run_1/class_map.png
Scale: 3 px per um. Fill, decap, tap and diode cells in grey.
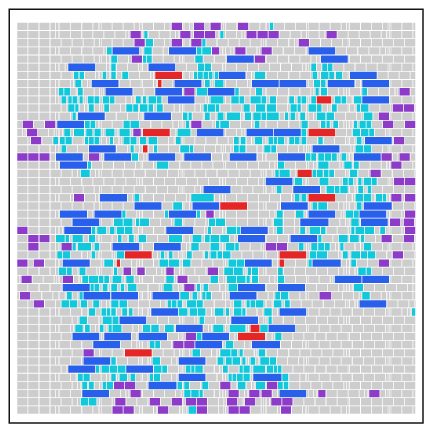
run_1/gates.png
Scale: 3 px per um.
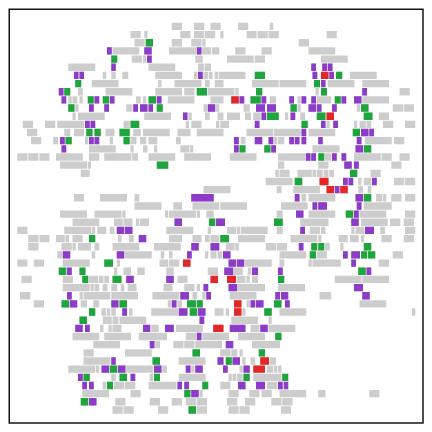
run_1/congestion_map.png
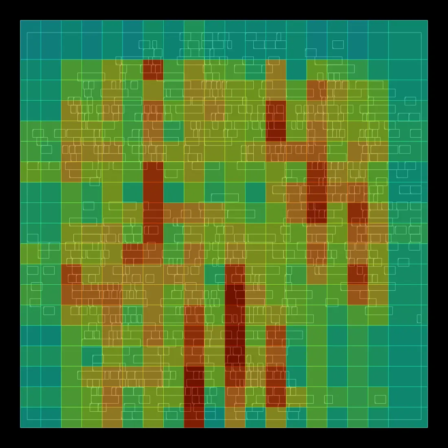
run_1/m3.png
Scale: 3 px per um.
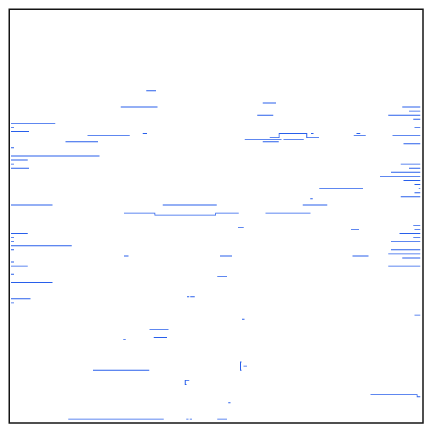
[src/rtl/mandelbrot_pkg.sv]
// Shared constants and scan state type for the Mandelbrot raster sequencer.
// Complex-plane values are signed Q4.28.
package mandelbrot_pkg;

  localparam int H_RES   = 800;
  localparam int V_RES   = 600;
  localparam int X_STEP  = 4;
  localparam int COORD_W = 16;
  localparam int FIX_W   = 32;

  localparam logic [FIX_W-1:0] C_RE_START = 32'hD800_0000;
  localparam logic [FIX_W-1:0] C_IM_START = 32'h1500_0000;
  localparam logic [FIX_W-1:0] D_RE       = 32'h0047_AE14;
  localparam logic [FIX_W-1:0] D_IM       = 32'h0011_EB85;

  typedef enum logic [0:0] {
    IDLE = 1'b0,
    RUN  = 1'b1
  } scan_state_e;

endpackage

[src/rtl/scan_axis_acc.sv]
// One scan axis: a coordinate counter with terminal-count flag plus the paired
// fixed-point accumulator. A step at terminal count reloads both start values.
module scan_axis_acc #(
  parameter int               CNT_W     = 16,
  parameter int               FIX_W     = 32,
  parameter int               LAST      = 796,
  parameter int               STEP      = 4,
  parameter logic [FIX_W-1:0] ACC_INIT  = '0,
  parameter logic [FIX_W-1:0] ACC_DELTA = '0,
  parameter bit               ACC_SUB   = 1'b0
) (
  input  logic             i_clk,
  input  logic             i_rst_n,
  input  logic             i_load,
  input  logic             i_step,
  output logic [CNT_W-1:0] o_cnt,
  output logic [FIX_W-1:0] o_acc,
  output logic             o_tc
);

  logic [CNT_W-1:0] cnt_q, cnt_d;
  logic [FIX_W-1:0] acc_q, acc_d;
  logic             tc;

  assign tc = (cnt_q == CNT_W'(LAST));

  always_comb begin
    cnt_d = cnt_q;
    acc_d = acc_q;
    if (i_load || (i_step && tc)) begin
      cnt_d = '0;
      acc_d = ACC_INIT;
    end else if (i_step) begin
      cnt_d = cnt_q + CNT_W'(STEP);
      // Two's-complement wrap is intended; defaults stay in range.
      acc_d = ACC_SUB ? (acc_q - ACC_DELTA) : (acc_q + ACC_DELTA);
    end
  end

  always_ff @(posedge i_clk or negedge i_rst_n) begin
    if (!i_rst_n) begin
      cnt_q <= '0;
      acc_q <= ACC_INIT;
    end else begin
      cnt_q <= cnt_d;
      acc_q <= acc_d;
    end
  end

  assign o_cnt = cnt_q;
  assign o_acc = acc_q;
  assign o_tc  = tc;

endmodule

[src/rtl/mandelbrot_scan_gen.sv]
// Raster point sequencer: walks column-groups x rows, emitting (x, y, c) per
// valid/ready beat. All outputs come straight from flops.
module mandelbrot_scan_gen
  import mandelbrot_pkg::*;
#(
  parameter int SCAN_H = mandelbrot_pkg::H_RES,
  parameter int SCAN_V = mandelbrot_pkg::V_RES
) (
  input  logic               i_clk,
  input  logic               i_rst_n,
  input  logic               i_start,
  input  logic               i_abort,
  input  logic               i_ready,
  output logic               o_valid,
  output logic [COORD_W-1:0] o_x,
  output logic [COORD_W-1:0] o_y,
  output logic [FIX_W-1:0]   o_c_re,
  output logic [FIX_W-1:0]   o_c_im,
  output logic               o_busy,
  output logic               o_done
);

  scan_state_e state_q, state_d;
  logic        valid_q, valid_d;
  logic        done_q, done_d;
  logic        load, x_step, y_step;
  logic        x_tc, y_tc, hs;

  assign hs = valid_q && i_ready;

  always_comb begin
    state_d = state_q;
    valid_d = valid_q;
    done_d  = 1'b0;
    load    = 1'b0;
    x_step  = 1'b0;
    y_step  = 1'b0;
    case (state_q)
      IDLE: begin
        if (i_start) begin
          state_d = RUN;
          valid_d = 1'b1;
          load    = 1'b1;
        end
      end
      RUN: begin
        // Abort beats a same-cycle handshake, and never signals done.
        if (i_abort) begin
          state_d = IDLE;
          valid_d = 1'b0;
        end else if (hs) begin
          if (x_tc && y_tc) begin
            state_d = IDLE;
            valid_d = 1'b0;
            done_d  = 1'b1;
          end else begin
            x_step = 1'b1;
            y_step = x_tc;
          end
        end
      end
      default: begin
        state_d = IDLE;
        valid_d = 1'b0;
      end
    endcase
  end

  always_ff @(posedge i_clk or negedge i_rst_n) begin
    if (!i_rst_n) begin
      state_q <= IDLE;
      valid_q <= 1'b0;
      done_q  <= 1'b0;
    end else begin
      state_q <= state_d;
      valid_q <= valid_d;
      done_q  <= done_d;
    end
  end

  scan_axis_acc #(
    .CNT_W(COORD_W), .FIX_W(FIX_W), .LAST(SCAN_H - X_STEP), .STEP(X_STEP),
    .ACC_INIT(C_RE_START), .ACC_DELTA(D_RE), .ACC_SUB(1'b0)
  ) u_x_axis (
    .i_clk(i_clk), .i_rst_n(i_rst_n), .i_load(load), .i_step(x_step),
    .o_cnt(o_x), .o_acc(o_c_re), .o_tc(x_tc)
  );

  scan_axis_acc #(
    .CNT_W(COORD_W), .FIX_W(FIX_W), .LAST(SCAN_V - 1), .STEP(1),
    .ACC_INIT(C_IM_START), .ACC_DELTA(D_IM), .ACC_SUB(1'b1)
  ) u_y_axis (
    .i_clk(i_clk), .i_rst_n(i_rst_n), .i_load(load), .i_step(y_step),
    .o_cnt(o_y), .o_acc(o_c_im), .o_tc(y_tc)
  );

  assign o_valid = valid_q;
  assign o_busy  = (state_q == RUN);
  assign o_done  = done_q;

endmodule

[config.mk]
export PLATFORM = sky130hd
export DESIGN_NAME = mandelbrot_scan_gen
export DESIGN_NICKNAME = d
export VERILOG_FILES = /design/src/rtl/mandelbrot_pkg.sv /design/src/rtl/scan_axis_acc.sv /design/src/rtl/mandelbrot_scan_gen.sv
export SDC_FILE = /design/constraint.sdc
export NUM_CORES = 1
export LEC_CHECK = 0
export CAP_MARGIN = 15
export CORE_MARGIN = 2
export CORE_UTILIZATION = 30
export DETAILED_ROUTE_END_ITERATION = 7
export HOLD_SLACK_MARGIN = 0.15
export PLACE_DENSITY = 0.58
export SLEW_MARGIN = 25
export SYNTH_ARGS = -nofsm -noshare
export SYNTH_HDL_FRONTEND = slang
export SYNTH_SLANG_ARGS = --single-unit
[constraint.sdc]
create_clock -name i_clk -period 5.7 [get_ports i_clk]
set_clock_uncertainty 0.1 [all_clocks]
set_input_delay 0.57 -clock i_clk [delete_from_list [all_inputs] [get_ports i_clk]]
set_output_delay 0.57 -clock i_clk [all_outputs]
set_load 0.02 [all_outputs]
==> run summary, run 1 <==
run results: result of the run=completed, max-slew violation count=0, count of buffers added by post-CTS timing repair for setup=0, number of cells on the critical path=5, width of the die=137 um, Worst-path clk slew=70 ps, Netlist cell types=56, vertical extent of the die=137 um, min setup slack post-route=2640 ps, via count of the first global-routing pass=4713, number of diodes=0, data arrival time of the critical path=3230 ps, clock network area share=4.08%, worst max-slew margin expressed relative to the limit=35.9%, Comb. pwr=0.219 mW, iteration tally of the first detailed-router pass=5, master of the slowest instance on the critical path=sky130_fd_sc_hd__and4b_1, Post-synth EDFFs=0, reg-to-reg slack, setup=2780 ps, Lkg Pwr=2.51 nW, routed length on met3=571 um, count of cells resized by post-cts repair=0, number of non-filler instances in the completed layout=902, Hold Path Class=reg2reg, wire length of the first global-routing pass=25000 um, buffer and inverter count on the worst path=1, total of plain and repair buffers excluding clock buffers=107
## Picture notes: class_map.png
remaining buffers and delay cells: shown in purple, cells 107, share of their area 16%. clock drivers and dummy loads: shown in red, cells 16, share of their area 4.3%. registers: shown in blue, cells 95, share of their area 36%. remaining logic cells: shown in cyan, cells 459, share of their area 43%.
finished layout cell area: 6830 sq um
final standard cell utilization of the core: 39.4%
fraction of standard cell area that is sequential: 34.9%
Placement Rows: 48

## Picture notes: gates.png
and/or cells: shown in green, cells 81, where all over the die. aoi and oai cells: shown in purple, cells 159, most used a21oi_1, where all over the die. non-inverting ao/oa cells: shown in red, cells 14, most used o21a_1.

## Picture notes: congestion_map.png
M2 GR Usage: 26.0%
met3 track demand over resource: 2.76%
per-cell routed wire length: 16.9 um
busiest layer in global routing: met2
global-route met1 utilization: 23.1%

## Picture notes: m3.png
The longest straight run is 31.5 um. The layer carries 572 um of wire. The wires run mostly horizontal. 74 nets have wire on it.

==> inputs of run 2 (changes only) <==
==> constraint.sdc (replaced) <==
create_clock -name i_clk -period 3.19 [get_ports i_clk]
set_clock_uncertainty 0.1 [all_clocks]
set_input_delay 0.319 -clock i_clk [delete_from_list [all_inputs] [get_ports i_clk]]
set_output_delay 0.319 -clock i_clk [all_outputs]
set_load 0.02 [all_outputs]
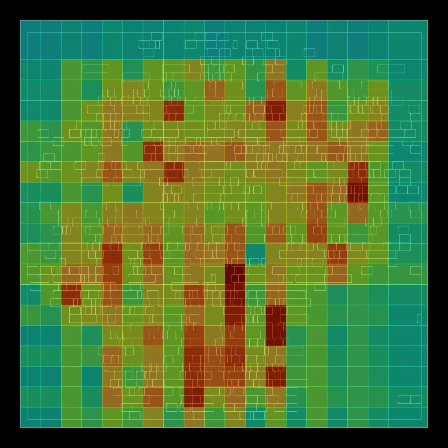
run_2/congestion_map.png
met3 track demand over resource: 3.24%
final standard cell utilization of the core: 39.9%
Total Routing Usage GR: 17.3%
per-cell routed wire length: 17.2 um
M2 GR Usage: 28.2%

==> run 2 against run 1 <==
Total power rose by 84%. Combinational power up 88%. Count of clock-buffer cells in the layout fell by 2. Area after synthesis unchanged. Non-clock buffer count increased by 9. Routed wire length increased by 2.7%. Largest cell class unchanged.
==> run summary, run 2 <==
run results: wire length of the first global-routing pass=25700 um (+3.0%), Reg power frac=46.2%, min setup slack post-route=467 ps (-2170 ps), share of the final layout cell area in multi-input gates=40.4%, Peak supply drop=0.000273 V, result of the run=completed, reg-to-reg slack, setup=470 ps (-2310 ps), width of the die=137 um (unchanged), AND-OR/OR-AND Cells, Area Fraction=20.1%, fraction of standard cell area that is sequential=34.5% (-0.44 points), finished layout cell area=6920 sq um (+1.3%), maximum number of pins on one net before global-route repair=82, Sequential Area=2390 sq um, clock network fraction of total power=39.2%, global-route met1 utilization=22.6% (-0.53 points), origin of the critical flop-to-flop path=u_x_axis.o_cnt[2], Placement Rows=48 (unchanged), total of plain and repair buffers excluding clock buffers=116 (+8.4%), number of diodes=0 (unchanged), area fraction of the dominant cell type after synthesis=41.2%, number of cells on the critical path=6 (+1), number of non-filler instances in the completed layout=911 (+1.0%), clock network area share=4.32% (+0.24 points), routed length on met3=704 um (+23%), buffer and inverter count on the worst path=0 (-1), iteration tally of the first detailed-router pass=4 (-1), leading area contributor after synthesis=sky130_fd_sc_hd__dfrtp_1, FF+latch count, synth=95, busiest layer in global routing=met2, count of buffers added by post-CTS timing repair for setup=0 (unchanged), Post-synth EDFFs=0 (unchanged), final critical-path required period=2720 ps, htree depth=3, Netlist cell types=56 (unchanged), Hold Path Class=reg2reg, max-slew violation count=0 (unchanged), worst max-slew margin expressed relative to the limit=40.4% (+4.5 points), met1 layer wirelength in the final routing=7000 um, data arrival time of the critical path=2890 ps (-340 ps), Worst-path clk slew=70 ps (about the same), vertical extent of the die=137 um (unchanged), NonClk Buf Share=16.2%, number of port buffers=99, count of cells resized by post-cts repair=0 (unchanged), type of element launching the critical path=flip-flop
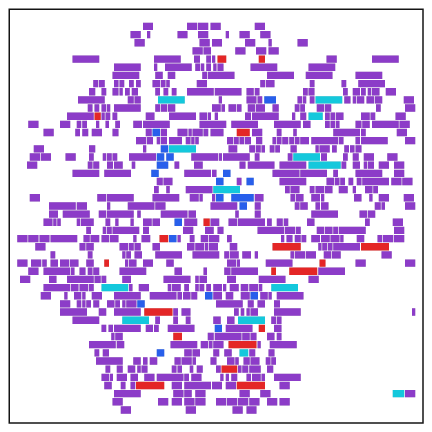
run_2/sizing.png
Scale: 3 px per um.
x3 and x4: shown in blue, cells 20. x2: shown in red, cells 19. x1 and smaller: shown in purple, cells 634. x6 and larger: shown in cyan, cells 13.

==> inputs of run 3 (changes only) <==
--- a/config.mk
+++ b/config.mk
@@ -6,7 +6,7 @@
 export NUM_CORES = 1
 export LEC_CHECK = 0
 export CAP_MARGIN = 15
-export CORE_MARGIN = 2
+export CORE_MARGIN = 4
 export CORE_UTILIZATION = 30
 export DETAILED_ROUTE_END_ITERATION = 7
 export HOLD_SLACK_MARGIN = 0.15
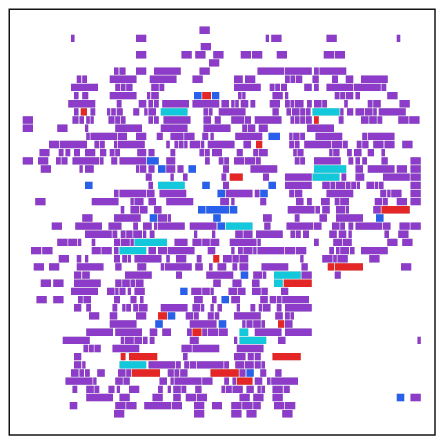
run_3/sizing.png
Scale: 3 px per um.
x1 and smaller: shown in purple, cells 633. x6 and larger: shown in cyan, cells 13. x2: shown in red, cells 19. x3 and x4: shown in blue, cells 26.
min setup slack post-route: 454 ps
total of plain and repair buffers excluding clock buffers: 121
relative area change from synthesis to final layout: 30.7%

==> run 3 against run 2 <==
Synthesized cell count did not move. Largest power group unchanged. Sequential share of layout area fell by 0.27 points. Area after synthesis did not move. Global-route usage fell by 1.3 points. Flip-flop count did not move. Critical path depth did not move. First-iteration DRC count rose by 13%. Non-clock buffer count rose by 5. Final cell count rose by 0.55%. Clock power rose by 7%. Die area rose by 5.9%. Register-to-register slack barely moved.
==> run summary, run 3 <==
run results: area fraction of the dominant cell type after synthesis=41.2% (unchanged), NonClk Buf Share=16.6% (+0.36 points), fraction of standard cell area that is sequential=34.2% (-0.27 points), FF+latch count, synth=95 (unchanged), number of non-filler instances in the completed layout=916 (+0.55%), reg-to-reg slack, setup=450 ps (about the same), data arrival time of the critical path=2920 ps (+30 ps), Peak supply drop=0.000279 V (+2.3%), count of buffers added by post-CTS timing repair for setup=0 (unchanged), Worst-path clk slew=70 ps (about the same), iteration tally of the first detailed-router pass=5 (+1), clock network fraction of total power=40.7% (+1.5 points), M2 GR Usage=24.8% (-3.3 points), share of the final layout cell area in multi-input gates=40.1% (-0.32 points), Total Routing Usage GR=16.0% (-1.3 points), final critical-path required period=2740 ps (+12.8 ps), Sequential Area=2390 sq um (unchanged), maximum number of pins on one net before global-route repair=51 (-38%), leading area contributor after synthesis=sky130_fd_sc_hd__dfrtp_1, busiest layer in global routing=met2, result of the run=completed, Post-synth EDFFs=0 (unchanged), final standard cell utilization of the core=40.2% (+0.32 points), vertical extent of the die=141 um (+2.9%), clock network area share=4.59% (+0.27 points), global-route met1 utilization=22.3% (-0.32 points)
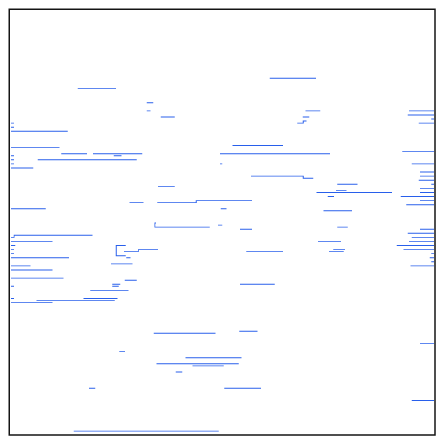
run_3/m3.png
Scale: 3 px per um.
The wires run mostly horizontal. The layer holds 5.6% of the routed length. The layer carries 896 um of wire. The longest straight run is 48.1 um.

Power and IR drop assume default switching activity.
